logic_types.png
The bar under the picture is 50 microns long.
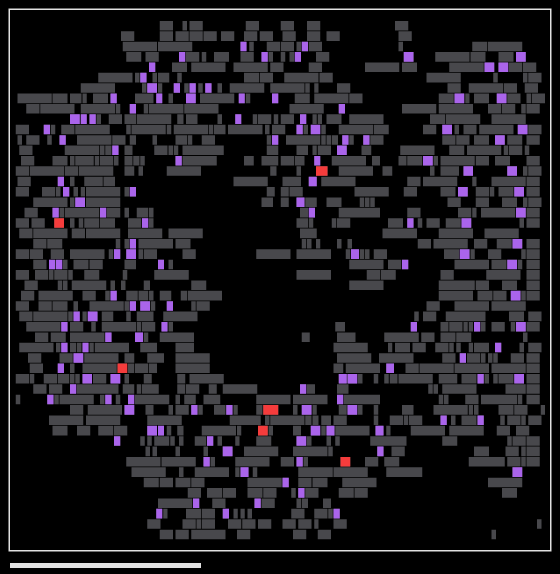
wires.png
Two of the layers only.
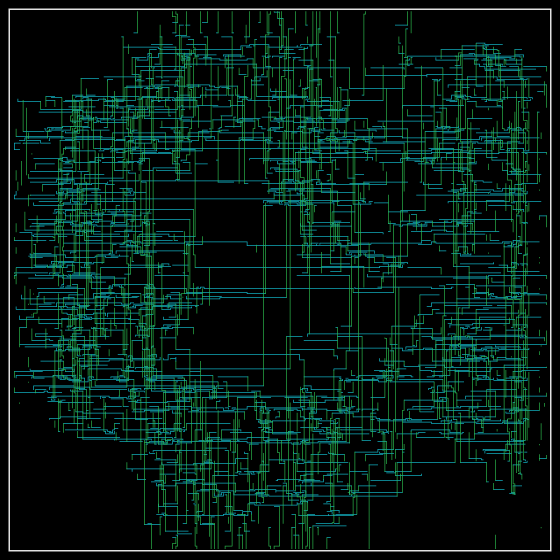
clocks.png
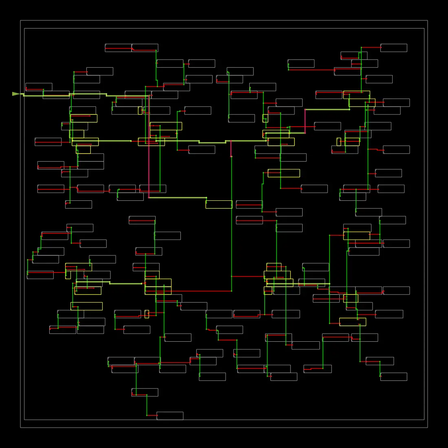
io_placement.png
Pins as bars across the die edge, other pins in grey.
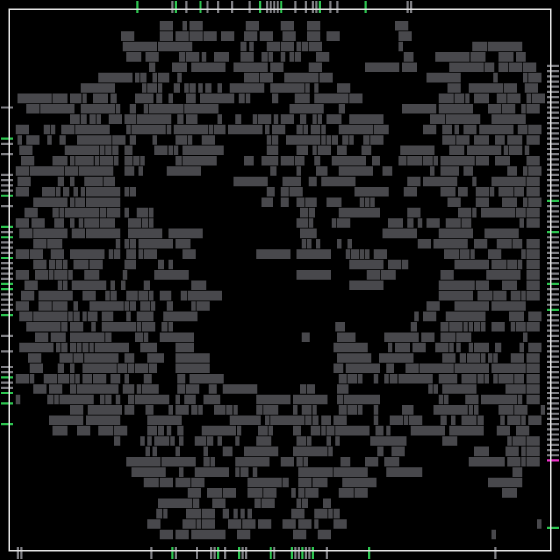
flops_by_reg.png
The bar under the picture is 50 microns long. Other sequential cells in the stronger grey, the rest of the logic in the fainter grey.
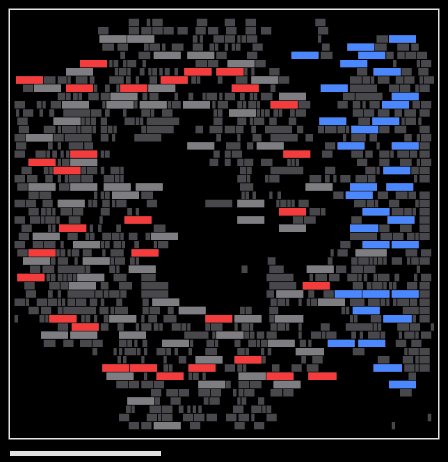
### src/rtl/fetch_stage_pkg.sv
// Shared fetch-stage constants: datapath width, reset PC, NOP encoding, PC step.
// Also provides the helper that word-aligns a redirect target.
package fetch_stage_pkg;

    localparam int XLEN = 32;

    localparam logic [XLEN-1:0] RESET_PC  = 32'h4000_0000;
    localparam logic [XLEN-1:0] NOP_INSTR = 32'h0000_0013;
    localparam logic [XLEN-1:0] PC_STEP   = 32'd4;

    // Byte offset bits of a jump target are dropped.
    function automatic logic [XLEN-1:0] align_pc(
        input logic [XLEN-1:0] pc
    );
        return {pc[XLEN-1:2], 2'b00};
    endfunction

endpackage

### src/rtl/fetch_hold_buf.sv
// One-entry capture register that keeps a fetched instruction while decode stalls.
// Ports: capture_i loads instr_i/pc_i, drain_i empties, flush_i empties (wins), valid_o/instr_o/pc_o.
module fetch_hold_buf
    import fetch_stage_pkg::XLEN;
#(
    parameter logic [XLEN-1:0] INIT_PC    = 32'h4000_0000,
    parameter logic [XLEN-1:0] INIT_INSTR = 32'h0000_0013
) (
    input  logic            clk,
    input  logic            rst,
    input  logic            capture_i,
    input  logic            drain_i,
    input  logic            flush_i,
    input  logic [XLEN-1:0] instr_i,
    input  logic [XLEN-1:0] pc_i,
    output logic            valid_o,
    output logic [XLEN-1:0] instr_o,
    output logic [XLEN-1:0] pc_o
);

    logic            valid_q, valid_d;
    logic [XLEN-1:0] instr_q, instr_d;
    logic [XLEN-1:0] pc_q, pc_d;

    always_comb begin
        valid_d = valid_q;
        instr_d = instr_q;
        pc_d    = pc_q;
        if (flush_i) begin
            valid_d = 1'b0;
        end else if (capture_i) begin
            valid_d = 1'b1;
            instr_d = instr_i;
            pc_d    = pc_i;
        end else if (drain_i) begin
            valid_d = 1'b0;
        end
    end

    always_ff @(posedge clk or posedge rst) begin
        if (rst) begin
            valid_q <= 1'b0;
            instr_q <= INIT_INSTR;
            pc_q    <= INIT_PC;
        end else begin
            valid_q <= valid_d;
            instr_q <= instr_d;
            pc_q    <= pc_d;
        end
    end

    assign valid_o = valid_q;
    assign instr_o = instr_q;
    assign pc_o    = pc_q;

endmodule

### src/rtl/fetch_stage.sv
// Instruction fetch: owns the PC, reads the 1-cycle instruction memory, feeds decode.
// Ports: clk/rst, stall, redirect_valid/redirect_pc in; imem_addr/imem_re out,
// imem_rdata in; instr/instr_pc/bubble out to decode.
module fetch_stage
    import fetch_stage_pkg::XLEN;
    import fetch_stage_pkg::PC_STEP;
    import fetch_stage_pkg::align_pc;
#(
    parameter logic [XLEN-1:0] RESET_PC  = fetch_stage_pkg::RESET_PC,
    parameter logic [XLEN-1:0] NOP_INSTR = fetch_stage_pkg::NOP_INSTR
) (
    input  logic            clk,
    input  logic            rst,
    input  logic            stall,
    input  logic            redirect_valid,
    input  logic [XLEN-1:0] redirect_pc,
    output logic [XLEN-1:0] imem_addr,
    output logic            imem_re,
    input  logic [XLEN-1:0] imem_rdata,
    output logic [XLEN-1:0] instr,
    output logic [XLEN-1:0] instr_pc,
    output logic            bubble
);

    logic [XLEN-1:0] fetch_pc_q, fetch_pc_d;
    logic [XLEN-1:0] infl_pc_q, infl_pc_d;
    logic            infl_valid_q, infl_valid_d;

    logic            redir;
    logic [XLEN-1:0] target;

    logic            hold_valid;
    logic [XLEN-1:0] hold_instr;
    logic [XLEN-1:0] hold_pc;
    logic            hold_capture;

    // Gating with rst keeps outputs at reset values while rst is high.
    assign redir  = redirect_valid & ~rst;
    assign target = align_pc(redirect_pc);

    assign imem_addr = redir ? target : fetch_pc_q;
    assign imem_re   = (~stall | redirect_valid) & ~rst;

    always_comb begin
        fetch_pc_d   = fetch_pc_q;
        infl_pc_d    = infl_pc_q;
        infl_valid_d = infl_valid_q;
        if (redir) begin
            fetch_pc_d   = target + PC_STEP;
            infl_pc_d    = target;
            infl_valid_d = 1'b1;
        end else if (!stall) begin
            fetch_pc_d   = fetch_pc_q + PC_STEP;
            infl_pc_d    = fetch_pc_q;
            infl_valid_d = 1'b1;
        end
    end

    always_ff @(posedge clk or posedge rst) begin
        if (rst) begin
            fetch_pc_q   <= RESET_PC;
            infl_pc_q    <= RESET_PC;
            infl_valid_q <= 1'b0;
        end else begin
            fetch_pc_q   <= fetch_pc_d;
            infl_pc_q    <= infl_pc_d;
            infl_valid_q <= infl_valid_d;
        end
    end

    // Memory data is only trustworthy the cycle after a read, so the
    // stalled instruction is copied once, on the first stalled cycle.
    assign hold_capture = stall & infl_valid_q & ~hold_valid & ~redir;

    fetch_hold_buf #(
        .INIT_PC    (RESET_PC),
        .INIT_INSTR (NOP_INSTR)
    ) u_hold (
        .clk       (clk),
        .rst       (rst),
        .capture_i (hold_capture),
        .drain_i   (~stall),
        .flush_i   (redir),
        .instr_i   (imem_rdata),
        .pc_i      (infl_pc_q),
        .valid_o   (hold_valid),
        .instr_o   (hold_instr),
        .pc_o      (hold_pc)
    );

    always_comb begin
        instr    = NOP_INSTR;
        instr_pc = infl_pc_q;
        bubble   = 1'b1;
        if (redir) begin
            instr_pc = target;
        end else if (hold_valid) begin
            instr    = hold_instr;
            instr_pc = hold_pc;
            bubble   = 1'b0;
        end else if (infl_valid_q) begin
            instr    = imem_rdata;
            bubble   = 1'b0;
        end
    end

endmodule

### config.mk
export PLATFORM = sky130hd
export DESIGN_NAME = fetch_stage
export DESIGN_NICKNAME = d
export VERILOG_FILES = /design/src/rtl/fetch_stage_pkg.sv /design/src/rtl/fetch_hold_buf.sv /design/src/rtl/fetch_stage.sv
export SDC_FILE = /design/constraint.sdc
export NUM_CORES = 1
export LEC_CHECK = 0
export CAP_MARGIN = 20
export CORE_UTILIZATION = 35
export CTS_CLUSTER_SIZE = 24
export DETAILED_ROUTE_END_ITERATION = 16
export PLACE_DENSITY = 0.7
export SLEW_MARGIN = 10
export SYNTH_ARGS = -nofsm -noshare
export SYNTH_HDL_FRONTEND = slang
export SYNTH_SLANG_ARGS = --single-unit
### constraint.sdc
create_clock -name clk -period 10.5 [get_ports clk]
set_input_delay 1.575 -clock clk [delete_from_list [all_inputs] [get_ports clk]]
set_output_delay 1.575 -clock clk [all_outputs]
set_load 0.01 [all_outputs]
==> GITHUB_STEP_SUMMARY <==
### Yosys + OpenROAD results

| Metric | Value |
|---|---|
| Setup TNS Final | 0 ns |
| Reg2Reg Setup Slack | 7.34 ns |
| Final nets | 921 |
| Die Wd | 141 microns |
| IO buf count | 159 |
| Minimum clock period | 5.92 ns |
| Reg clk slew, reported paths | 0.05 ns |
| N_diodes | 0 |
| Critical path's most frequent cell | clkdlybuf4s50_1 |
| Hold WS | 0.465 ns |
| Antenna-violating nets left | 0 |
| # fillers | 1780 |
| EDFF count, synth | 0 |
| Maximum fanout along the worst path | 101 |
| Root Buffer | clkbuf_16 |
| CTS tree | yes |
| Startpoint of the worst-slack reg-to-reg timing path | u_hold.valid_o |
| Vias | 5634 |
| Crit Path Class | primary input to output port |
| Crit. End Element | output port |
| Netlist Area Pre-Place | 0.00681 sq mm |
| Power Density | 192 mW/mm^2 |
| Die H | 141 microns |
| Routability congestion estimate | 0.756 |
| Maximum vdd drop | 0.116 mV |
| MI comb area | 0.00339 sq mm |
| Hold path endpoint | fetch_pc_q[30] |
| Max incr delay on CP | 0.78 ns |
| Hold Crit Class | flip-flop to flip-flop |
| IO Count | 166 |
| Endpoints failing hold | 0 |
| Arrival @ worst endpoint | 4.34 ns |
| Vias in the first global route | 5398 |
| Max-slew violation count | 0 |
| Worst-margin pin slew | 1.06 ns |
| Register area | 0.00311 sq mm |
| Async S/R FF share, synth | 1.00 |
| Leak | 3.83 nW |
| Most common logic cells in the final layout | 159 x clkdlybuf4s50_1, 117 x dfrtp_1, 97 x nor2_1, 91 x nand2_1, 67 x mux2_2 |
| Rel. slew slack | 0.295 |
| Post-synth cell types | 50 |
| Commonest flop | dfrtp_1 |
| # Max-Cap Violations | 0 |
| CP required | 8.93 ns |
| Drt pass-1 iters | 5 |
| Worst path cell trace | clkdlybuf4s50_1 -> and2b_4 -> buf_4 -> nand2_1 -> a21boi_0 -> inv_1 -> clkdlybuf4s50_1 |
| Hold path cells | 2 |
| Sequential Power Share | 0.373 |
| Mean Syn Cell Area | 9.50 sq um |
| Setup-failing EPs final | 0 |
| H-tree levels | 4 |
| Commonest Layout Cell | clkdlybuf4s50_1 |
| Clock power frac | 0.351 |
| Final wirelength | 17600 microns |
| Initial antenna violation count | 0 |
| Yosys stat area | 0.00681 sq mm |
| Chip area | 0.0200 sq mm |
| Clock sink total | 124 |
| Grt total ovfl | 0 |
| Synth warn | 0 |
| Fin util | 0.486 |
| Layout cells sized above 1 | 0.146 |
| Detailed Route Iter0 Violations | 226 |
| Largest net degree at the start of global routing | 102 |
| NetSw | 503 uW |
| Cycle use final | 0.564 |
| Sw Share | 0.285 |
| Number of setup buffers added after CTS | 0 |
| Slowest CP cell | buf_4 |
| Combinational group share of total power | 0.276 |
| CTS Hold Bufs | 0 |
| Type of origin of the critical path | primary input |
| Total track usage | 0.180 |
| Cell internal pwr | 1.26 mW |
| Core box area | 0.0189 sq mm |
| Cell total in the yosys stat output | 717 |
| R2R cell count | 5 |
| RSZ-0062 raised after global routing | no |
| Tool warnings | 30 |
| Final HPWL DP | 11600 microns |
| Fmax | 0.169 GHz |
| TritonCTS Buffers | 17 |
| Status | finished, final reports clean |
| Number of remaining DRC errors | 0 |
| Mapped Cells | 717 |
| CTS resizes | 0 |
| Clock buffer depth | 2 |
| First-pass GRT wire length | 28200 microns |
| P&R area growth vs syn | 35.0% |
| Ys flops | 124 |
| Routed len/inst | 15.6 microns |
| Hold Startpoint | fetch_pc_q[30] |
| FP Rows | 50 |
| Fp_density | 0.360 |
| Synth Seq Share | 0.457 |
| RR Endpoint | u_hold.pc_o[20] |
| Vias per cell | 5.01 |
Back to the opening pictures, logic_types.png:
| family | colour | cells |
|---|---|---|
| inverting AOI/OAI gates | purple | 133 |
| AND-OR and OR-AND gates | red | 6 |

Back to the opening pictures, wires.png:
| layer | colour | wire length |
|---|---|---|
| metal 1 | cyan | 8410 microns |
| metal 2 | green | 7940 microns |

Back to the opening pictures, clocks.png:
Worst Skew: 0.00885 ns
Late-Pin Clk Latency: 0.41 ns

Back to the opening pictures, io_placement.png:
| port | colour | pins | direction | edge |
|---|---|---|---|---|
| `instr_pc` | green | 32 | output | 12 left, 8 bottom, 7 top, 5 right |
| `bubble` | magenta | 1 | output | right |

Back to the opening pictures, flops_by_reg.png:
| name in the netlist | colour | sequential cells |
|---|---|---|
| `infl_pc_q` | red | 30 |
| `u_hold.instr_o` | blue | 32 |
not coloured: 62

==> synthesized netlist by cell type (2+ instances only) <==
master	count	area, sq um
dfrtp_1	118	2950
nor2_1	97	364
nand2_1	93	349
mux2_2	67	754
mux2i_1	48	480
a21oi_1	45	225
o21ai_0	34	170
clkbuf_1	32	120
inv_1	24	90.1
a22oi_1	23	173
xnor2_1	20	175
a21boi_0	14	105
nand3_1	9	45.0
a31oi_1	8	50.1
buf_1	8	30.0
dfstp_2	6	158
nand4_1	6	37.5
buf_4	5	37.5
nor4_2	5	62.6
o31ai_1	5	37.5
and2_1	4	25.0
buf_2	4	20.0
nor3_1	4	20.0
and3_1	3	18.8
buf_6	3	33.8
o21a_1	3	22.5
nor2b_1	2	12.5
nor3b_1	2	15.0
nor4_1	2	12.5
o21ai_1	2	10.0
or4_1	2	15.0
==> per-stage QoR <==
step	instance area, sq um	setup slack (ns)	instances	total power, mW
after floorplan	6820	5.64	720	0.935
after global placement	8550	4.55	1092	1.14
after detailed placement	8550	4.57	1092	1.15
after CTS	9180	4.56	1124	1.78
after global routing	9190	4.42	1125	1.86
final	9190	4.58	1125	1.76
==> logic make-up (layout without fill, tap and decap cells) <==
| group | after synthesis | in the layout | synth area share |
|---|---|---|---|
| multiplexers | 117 | 117 | 0.187 |
| other | 1 | 4 | 0.000551 |
| XOR/XNOR | 21 | 21 | 0.0270 |
| buffers and inverters | 76 | 221 | 0.0487 |
| flip-flops | 124 | 124 | 0.457 |
| AND-OR/OR-AND | 139 | 139 | 0.123 |
| adder cells (fa/ha/maj) | 1 | 1 | 0.00184 |
| AND/OR/NAND/NOR | 238 | 238 | 0.156 |
==> flip-flops by register name, indices dropped and copies added (netlist names) <==
name,count
infl_valid_q,1
infl_pc_q,30
u_hold.valid_o,1
fetch_pc_q,30
u_hold.instr_o,32
u_hold.pc_o,30
==> power groups by stage <==
stage	clock network (mW)	registers, mW	logic [mW]
6_report	0.619	0.658	0.487
3_3_place_gp	0	0.660	0.482
2_1_floorplan	0	0.642	0.293
3_5_place_dp	0	0.666	0.488
5_1_grt	0.660	0.673	0.532
4_1_cts	0.635	0.658	0.491
==> per-layer routing <==
metal	vias to the layer above	GRT usage	wire length (microns)
li1	2740	-	-
met4	0	0.0379	48
met1	2720	0.246	8410
met2	168	0.284	7940
met3	6	0.0523	1190
met5	-	0	0
==> worst max-delay path, delay by kind of cell <==
| family | cells | cell delay (ns) |
|---|---|---|
| AOI/OAI and AO/OA | 1 | 0.22 |
| and+or+nand+nor | 2 | 0.46 |
| buffers and inverters | 4 | 2.01 |
==> layout make-up <==
type | instances | share of cell area
sequential | 124 | 0.339
tap | 260 | 0.0354
clock inverter | 6 | 0.0117
clock buffer | 26 | 0.0565
multi-input combinational | 520 | 0.369
inverter | 24 | 0.0101
timing repair buffer | 165 | 0.179
==> worst max-delay path by stage <==
stage	slack [ns]	from	end	cells after the start
floorplan	5.64	rst	fetch_pc_q[10]	1
global placement	4.55	rst	imem_addr[20]	7
detailed placement	4.57	rst	imem_addr[20]	7
CTS	4.56	rst	imem_addr[20]	7
global route	4.42	rst	imem_addr[29]	7
finish	4.58	rst	imem_addr[20]	7
Power is estimated from default activity; no workload was simulated.
